Run 1, pin placement:
Drawn at 8 px/µm. Pins as bars across the die edge, other pins in grey.
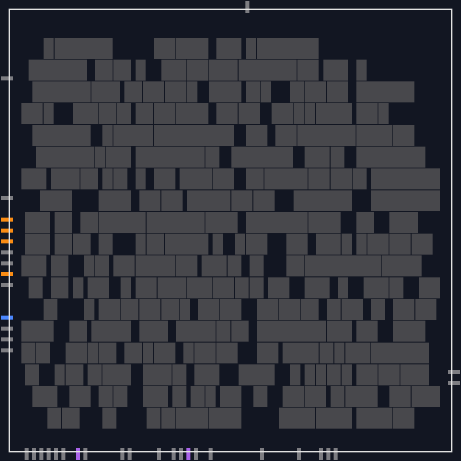
Run 1, port wiring:
Drawn at 4 px/µm.
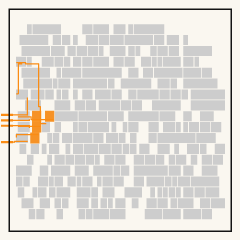
Run 1, cell placement:
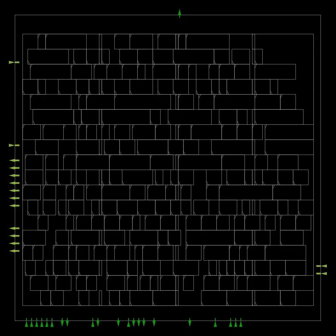
==> config.mk <==
export PLATFORM = sky130hd
export DESIGN_NAME = maindec_fsm
export DESIGN_NICKNAME = d
export VERILOG_FILES = /design/src/rtl/maindec_fsm.sv
export SDC_FILE = /design/constraint.sdc
export NUM_CORES = 1
export LEC_CHECK = 0
export CAP_MARGIN = 5
export CORE_UTILIZATION = 40
export DETAILED_ROUTE_END_ITERATION = 16
export GPL_TIMING_DRIVEN = 1
export PLACE_DENSITY_LB_ADDON = 0.05
export SKIP_LAST_GASP = 1
export SLEW_MARGIN = 5
export SYNTH_ARGS = -nofsm -noshare
export SYNTH_HDL_FRONTEND = slang
export SYNTH_SLANG_ARGS = --single-unit
==> constraint.sdc <==
create_clock -name clk_i -period 1.85 [get_ports clk_i]
set_input_delay 0.2775 -clock clk_i [delete_from_list [all_inputs] [get_ports clk_i]]
set_output_delay 0.2775 -clock clk_i [all_outputs]
set_load 0.02 [all_outputs]
==> src/rtl/maindec_fsm.sv <==
// Multicycle MIPS main-decoder control FSM with memory ready handshake, bus timeout and illegal-op pulses.
// Optional feature macro: BNE_EN (adds BNE decode; op 000101 is illegal when undefined).
module maindec_fsm #(
    parameter int TIMEOUT_W = 8,
    parameter int TIMEOUT   = 255
) (
    input  logic       clk_i,
    input  logic       resetn_i,
    input  logic [5:0] op_i,
    input  logic [5:0] funct_i,
    input  logic       zero_i,
    input  logic       mem_ready_i,
    output logic       memread_o,
    output logic       memwrite_o,
    output logic       iord_o,
    output logic       irwrite_o,
    output logic       regwrite_o,
    output logic       regdst_o,
    output logic       memtoreg_o,
    output logic       alusrca_o,
    output logic [1:0] alusrcb_o,
    output logic [1:0] aluop_o,
    output logic [1:0] pcsrc_o,
    output logic       pcwrite_o,
    output logic [3:0] state_o,
    output logic       illegal_op_o,
    output logic       bus_err_o
);

    typedef enum logic [3:0] {
        S_FETCH  = 4'd0,
        S_DECODE = 4'd1,
        S_MEMADR = 4'd2,
        S_MEMRD  = 4'd3,
        S_MEMWB  = 4'd4,
        S_MEMWR  = 4'd5,
        S_RTEXE  = 4'd6,
        S_RTWB   = 4'd7,
        S_IEXE   = 4'd8,
        S_IWB    = 4'd9,
        S_BRANCH = 4'd10,
        S_JUMP   = 4'd11
    } state_e;

    localparam logic [5:0] OP_RTYPE = 6'b000000;
    localparam logic [5:0] OP_LW    = 6'b100011;
    localparam logic [5:0] OP_SW    = 6'b101011;
    localparam logic [5:0] OP_BEQ   = 6'b000100;
    localparam logic [5:0] OP_BNE   = 6'b000101;
    localparam logic [5:0] OP_J     = 6'b000010;
    localparam logic [TIMEOUT_W-1:0] TIMEOUT_C = TIMEOUT_W'(TIMEOUT);

    state_e               state_q, state_d;
    logic [TIMEOUT_W-1:0] cnt_q, cnt_d;

    logic       memread_s, memwrite_s, iord_s, irwrite_s;
    logic       regwrite_s, regdst_s, memtoreg_s, alusrca_s;
    logic [1:0] alusrcb_s, aluop_s, pcsrc_s;
    logic       pcwrite_s, illegal_op_s, bus_err_s;
    logic       wait_s, timeout_s;
    logic       unused_funct_s;

    // funct only feeds the ALU decoder downstream.
    assign unused_funct_s = ^funct_i;
    assign timeout_s      = (cnt_q == TIMEOUT_C);

    // State and wait-counter registers with synchronous active-low reset.
    always_ff @(posedge clk_i) begin
        if (!resetn_i) begin
            state_q <= S_FETCH;
            cnt_q   <= {TIMEOUT_W{1'b0}};
        end else begin
            state_q <= state_d;
            cnt_q   <= cnt_d;
        end
    end

    // Next-state, control outputs and wait-counter update.
    always_comb begin
        state_d      = state_q;
        memread_s    = 1'b0;
        memwrite_s   = 1'b0;
        iord_s       = 1'b0;
        irwrite_s    = 1'b0;
        regwrite_s   = 1'b0;
        regdst_s     = 1'b0;
        memtoreg_s   = 1'b0;
        alusrca_s    = 1'b0;
        alusrcb_s    = 2'b00;
        aluop_s      = 2'b00;
        pcsrc_s      = 2'b00;
        pcwrite_s    = 1'b0;
        illegal_op_s = 1'b0;
        bus_err_s    = 1'b0;
        wait_s       = 1'b0;

        case (state_q)
            S_FETCH: begin
                memread_s = 1'b1;
                if (mem_ready_i) begin
                    irwrite_s = 1'b1;
                    pcwrite_s = 1'b1;
                    alusrcb_s = 2'b01;
                    state_d   = S_DECODE;
                end else if (timeout_s) begin
                    bus_err_s = 1'b1;
                    state_d   = S_FETCH;
                end else begin
                    wait_s = 1'b1;
                end
            end
            S_DECODE: begin
                alusrcb_s = 2'b11;
                casez (op_i)
                    OP_RTYPE:  state_d = S_RTEXE;
                    6'b001???: state_d = S_IEXE;
                    OP_LW,
                    OP_SW:     state_d = S_MEMADR;
                    OP_BEQ:    state_d = S_BRANCH;
`ifdef BNE_EN
                    OP_BNE:    state_d = S_BRANCH;
`endif
                    OP_J:      state_d = S_JUMP;
                    default: begin
                        illegal_op_s = 1'b1;
                        state_d      = S_FETCH;
                    end
                endcase
            end
            S_MEMADR: begin
                alusrca_s = 1'b1;
                alusrcb_s = 2'b10;
                if (op_i == OP_LW) begin
                    state_d = S_MEMRD;
                end else begin
                    state_d = S_MEMWR;
                end
            end
            S_MEMRD: begin
                iord_s    = 1'b1;
                memread_s = 1'b1;
                if (mem_ready_i) begin
                    state_d = S_MEMWB;
                end else if (timeout_s) begin
                    bus_err_s = 1'b1;
                    state_d   = S_FETCH;
                end else begin
                    wait_s = 1'b1;
                end
            end
            S_MEMWB: begin
                regwrite_s = 1'b1;
                memtoreg_s = 1'b1;
                state_d    = S_FETCH;
            end
            S_MEMWR: begin
                iord_s     = 1'b1;
                memwrite_s = 1'b1;
                // A timed-out store simply returns to FETCH; the write is dropped.
                if (mem_ready_i) begin
                    state_d = S_FETCH;
                end else if (timeout_s) begin
                    bus_err_s = 1'b1;
                    state_d   = S_FETCH;
                end else begin
                    wait_s = 1'b1;
                end
            end
            S_RTEXE: begin
                alusrca_s = 1'b1;
                aluop_s   = 2'b10;
                state_d   = S_RTWB;
            end
            S_RTWB: begin
                regwrite_s = 1'b1;
                regdst_s   = 1'b1;
                state_d    = S_FETCH;
            end
            S_IEXE: begin
                alusrca_s = 1'b1;
                alusrcb_s = 2'b10;
                aluop_s   = 2'b11;
                state_d   = S_IWB;
            end
            S_IWB: begin
                regwrite_s = 1'b1;
                state_d    = S_FETCH;
            end
            S_BRANCH: begin
                alusrca_s = 1'b1;
                aluop_s   = 2'b01;
                pcsrc_s   = 2'b01;
`ifdef BNE_EN
                if (op_i == OP_BNE) begin
                    pcwrite_s = ~zero_i;
                end else begin
                    pcwrite_s = zero_i;
                end
`else
                pcwrite_s = zero_i;
`endif
                state_d = S_FETCH;
            end
            S_JUMP: begin
                pcsrc_s   = 2'b10;
                pcwrite_s = 1'b1;
                state_d   = S_FETCH;
            end
            default: begin
                state_d = S_FETCH;
            end
        endcase

        if (bus_err_s || (state_d != state_q)) begin
            cnt_d = {TIMEOUT_W{1'b0}};
        end else if (wait_s) begin
            cnt_d = cnt_q + TIMEOUT_W'(1);
        end else begin
            cnt_d = cnt_q;
        end
    end

    // Every output, including the debug state, reads 0 while reset is held.
    assign memread_o    = resetn_i & memread_s;
    assign memwrite_o   = resetn_i & memwrite_s;
    assign iord_o       = resetn_i & iord_s;
    assign irwrite_o    = resetn_i & irwrite_s;
    assign regwrite_o   = resetn_i & regwrite_s;
    assign regdst_o     = resetn_i & regdst_s;
    assign memtoreg_o   = resetn_i & memtoreg_s;
    assign alusrca_o    = resetn_i & alusrca_s;
    assign alusrcb_o    = {2{resetn_i}} & alusrcb_s;
    assign aluop_o      = {2{resetn_i}} & aluop_s;
    assign pcsrc_o      = {2{resetn_i}} & pcsrc_s;
    assign pcwrite_o    = resetn_i & pcwrite_s;
    assign state_o      = {4{resetn_i}} & state_q;
    assign illegal_op_o = resetn_i & illegal_op_s;
    assign bus_err_o    = resetn_i & bus_err_s;

endmodule

==> ci_impl_report.md, run 1 <==
### Yosys + OpenROAD results

| Metric | Value |
|---|---|
| Post-synth regs | 12 |
| Max stage delay cell, worst path | dfxtp_2 |
| Fill count | 182 |
| Total CTS buffers | 3 |
| Worst Setup End Kind | output pin |
| Layout Nets | 253 |
| Maximum vdd drop | 456 µV |
| CTS tree | done |
| Status | finished, violations left |
| Synth cell types | 48 |
| First-pass GRT wire length | 5930 µm |
| Register share of total power | 35.0% |
| Endpoints failing setup | 4 |
| Power per standard cell area | 369 nW/µm² |
| EDFF count, synth | 0 |
| Syn nets | 174 |
| Initial antenna violation count | 0 |
| Crit path DRT | 1.57 ns |
| Worst Hold Endpoint | cnt_q[4] |
| Layout cells sized above 1 | 47.7% |
| Worst r2r dst | cnt_q[3] |
| Failing checks | setup timing |
| Hold wc startpoint | cnt_q[4] |
| Yosys synthesis chip area | 1130 µm² |
| Final Worst Setup Slack | -0.0415 ns |
## Picture notes: 'pin placement'
Orange stands for state_o, pins 4, direction output, edge left. Blue stands for regdst_o, pins 1, direction output, edge left. Purple stands for aluop_o, pins 2, direction output, edge bottom.

## Picture notes: 'port wiring'
Orange stands for state_o, bits 4, direction output, edge left, end cells 4, buffers 5, wire 74.3 µm.

## Picture notes: 'cell placement'
Site Rows: 18
Seq Cell Count: 12

-- run 1: cells in the mapped netlist, drive strengths merged, types with 2 or more instances --
| library cell | instances | area share, % |
|---|---|---|
| a21oi | 8 | 3.9 |
| a221oi | 2 | 1.6 |
| and2 | 6 | 3.3 |
| and3 | 3 | 1.7 |
| buf | 4 | 2.8 |
| clkbuf | 6 | 2.0 |
| dfxtp | 12 | 21 |
| inv | 6 | 2.0 |
| mux2i | 2 | 1.8 |
| nand2 | 11 | 3.7 |
| nand2b | 6 | 3.3 |
| nand3 | 5 | 2.2 |
| nand4 | 4 | 2.2 |
| nand4b | 2 | 2.9 |
| nor2 | 23 | 7.9 |
| nor2b | 4 | 2.2 |
| nor3 | 11 | 4.9 |
| nor4 | 3 | 1.7 |
| nor4b | 3 | 2.9 |
| o21ai | 5 | 2.2 |
| o31ai | 3 | 2.0 |
| or4 | 2 | 1.7 |
| xnor2 | 4 | 3.1 |
| xor2 | 5 | 3.9 |
-- run 1: sequential cells by signal, indices dropped and copies added, names as in the netlist --
name,count
cnt_q,8
state_q,4
-- run 1: cell type report --
type / count / area, µm² / area share (%)
Timing Repair Buffer: 84 / 697 / 34.1
Clock buffer: 4 / 36.3 / 1.77
Inverter: 6 / 22.5 / 1.10
Tap cell: 30 / 37.5 / 1.84
Sequential cell: 12 / 250 / 12.2
Multi-Input combinational cell: 129 / 1000 / 49.0
-- run 1: how the worst max path moves through the flow --
| stage | endpoint | cells past startpoint | slack (ns) | start |
|---|---|---|---|---|
| global placement | bus_err_o | 5 | -0.46 | mem_ready_i |
| finish | bus_err_o | 5 | -0.04 | state_q[3] |
| detailed placement | bus_err_o | 5 | -0.47 | mem_ready_i |
| floorplan | illegal_op_o | 4 | 0.04 | state_q[0] |
| CTS | illegal_op_o | 6 | -0.12 | state_q[3] |
| global route | bus_err_o | 5 | -0.08 | state_q[3] |
-- run 1: power by group through the flow --
stage	registers, W	logic (W)	clock network, W
3_5_place_dp	0.000271	0.000232	0
4_1_cts	0.000263	0.000238	0.000225
6_report	0.000264	0.000266	0.000225
3_3_place_gp	0.000271	0.000228	0
2_1_floorplan	0.000272	0.000112	0
5_1_grt	0.000264	0.000285	0.000233
-- run 1: layer usage --
metal	wire [µm]	GRT usage (%)	vias up
met1	1870	35.9	695
met4	36	3.75	0
met2	1930	46.4	24
li1	-	-	714
met5	0	0	-
met3	140	7.38	5
-- run 1: per-stage QoR --
stage          area, µm²  power [W]  setup slack (ns)  cells  setup TNS, ns
6_report            2040   0.000755           -0.0415    265        -0.0925
5_1_grt             2040   0.000783           -0.0794    265         -0.347
4_1_cts             1900   0.000725            -0.123    262         -0.260
3_5_place_dp        1790   0.000503            -0.470    257          -8.87
3_3_place_gp        1790   0.000499            -0.464    257          -8.37
2_1_floorplan       1130   0.000384            0.0411    157              0
-- run 1: cells by family after synthesis --
| group | after synthesis | share of synthesized area [%] |
|---|---|---|
| muxes | 2 | 1.77 |
| xor gates and xnor gates | 9 | 6.98 |
| buffers and inverters | 16 | 6.76 |
| adders and majority gates | 1 | 1.11 |
| DFF | 12 | 21.3 |
| AOI/OAI and AO/OA | 28 | 17.6 |
| and+or+nand+nor | 89 | 44.5 |
Run 1, routed metal, one colour a layer:
Drawn at 4 px/µm. Only two layers are drawn.
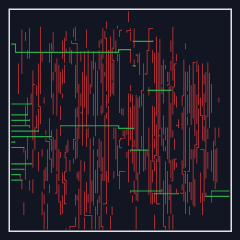

==> run 2, diff against run 1 <==
CAP_MARGIN = not set   (was 5)
REMOVE_ABC_BUFFERS = 1   (was not set)
Run 2, routed metal, one colour a layer:
Drawn at 4 px/µm. Only two layers are drawn.
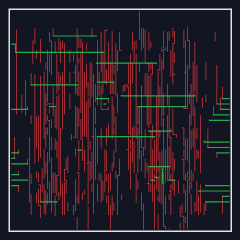
Green stands for M3, wire length 206 µm. Red stands for M2, wire length 2,000 µm.

Run 2, met2 routing:
Drawn at 8 px/µm.
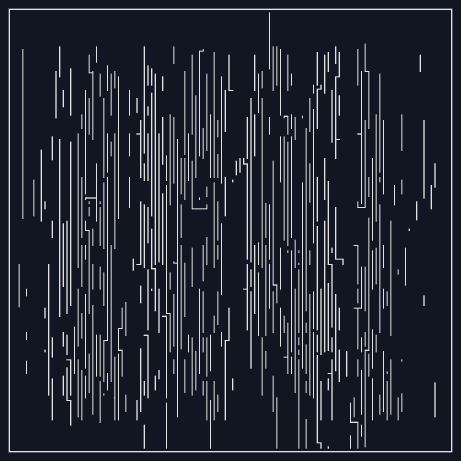
The wires run mostly vertical. The layer carries 2,000 µm of wire. 219 nets have wire on it. The longest straight run is 34.7 µm. The layer holds 49% of the routed length.

==> run 2 against run 1 <==
Net effect:
- the run still ends with setup timing left
- total power decreased by 2.6%
- clock power decreased by 4%
- non-clock buffer count decreased by 3
- cell count decreased by 1.1%
- sequential power about the same
- sequential share of layout area increased by 0.58 points
- clock skew decreased by 0.0053 ns
- count of clock-buffer cells in the layout unchanged
- largest cell class unchanged
- largest power group is now registers
==> ci_impl_report.md, run 2 <==
### Yosys + OpenROAD results

| Metric | Value |
|---|---|
| First-pass GRT wire length | 5800 µm (-2.2%) |
| Crit path DRT | 1.57 ns (about the same) |
| Failing checks | setup timing |
| Register area | 251 µm² (+0.50%) |
| Total CTS buffers | 3 (unchanged) |
| Synth cell types | 48 (unchanged) |
| Status | finished, violations left |
| Site Rows | 18 (unchanged) |
| Layout Nets | 250 (-1.2%) |
| Fill count | 204 (+12%) |
| Final Worst Setup Slack | -0.0921 ns (-0.0506 ns) |
| Endpoints failing setup | 5 (+1) |
| Share of the synthesized area in the top cell type | 21.3% (unchanged) |
| Max reg flops | 8 (unchanged) |
| Initial antenna violation count | 0 (unchanged) |
| Top reg by flops | cnt_q |
| Layout cells sized above 1 | 45.7% (-2.0 points) |
| Power per standard cell area | 375 nW/µm² (+1.5%) |
| Pre-CTS WS | -0.507 ns (-0.0371 ns) |
| Largest regs | cnt_q (8), state_q (4) |
| EDFF count, synth | 0 (unchanged) |
-- run 2: worst register-to-register path: cells and delay by family, from the launching register on --
kind,cells,cell delay [ns]
flip-flops,1,0.37
AND/OR/NAND/NOR,3,0.92
buffers and inverters,2,0.24
XOR/XNOR,1,0.16
AND-OR/OR-AND,1,0.13
-- run 2: cell type report --
class                   count  share of cell area [%]
flip-flops and latches     12                    12.8
multi-input cells         129                    49.0
inverters                   6                    1.15
repair buffers             81                    33.3
well taps                  30                    1.91
clock buffers               4                    1.85
-- run 2: through the flow --
step           utilization [%]  hold slack (ns)  setup TNS, ns  std cells  cell area [µm²]
2_1_floorplan                -            0.395         -0.395        147             1070
3_3_place_gp              69.3            0.528          -7.70        256             1780
3_5_place_dp              69.3            0.548          -8.58        256             1780
4_1_cts                   74.7            0.567         -0.622        262             1920
5_1_grt                   76.4            0.625          -1.06        262             1960
6_report                  76.4            0.573         -0.225        262             1960
-- run 2: worst paths after layout --
kind	endpoint	slack, ns	cells after the start
setup / recovery	bus_err_o	-0.09	5
hold / removal	cnt_q[4]	0.57	2
setup reg to reg	cnt_q[3]	-0.04	7
hold reg to reg	cnt_q[4]	0.57	2
-- run 2: repair_timing --
action                                 CTS  global route
endpoints found under the hold margin    0             0
buffers inserted                         2             1
pin swaps                                3            13
resized                                 82            43
setup endpoints to repair               30            27
hold buffers                             0             0
-- run 2: metal layers --
metal	up-vias	wire length (µm)	global-route usage [%]	share of wire [%]
met5	-	0	0	0
met3	9	206	6.01	5.1
met2	52	2000	43.4	49
met4	0	57	7.50	1.4
met1	699	1790	36.2	44
li1	712	-	-	-
-- run 2: power breakdown --
part	switching, W	leakage [nW]	total (W)	internal [W]
Sequential	0.00000336	0.0994	0.000262	0.000258
Clock	0.0000964	0.0210	0.000216	0.000120
Combinational	0.000126	0.787	0.000257	0.000131
-- run 2: logic make-up after synthesis --
family	synth area share [%]
muxes	1.77
AOI/OAI and AO/OA	17.6
DFF	21.3
xor gates and xnor gates	6.98
buffers and inverters	6.76
adders and majority gates	1.11
and+or+nand+nor	44.5
Power figures rest on the tool's default switching activity, not on a simulated workload.
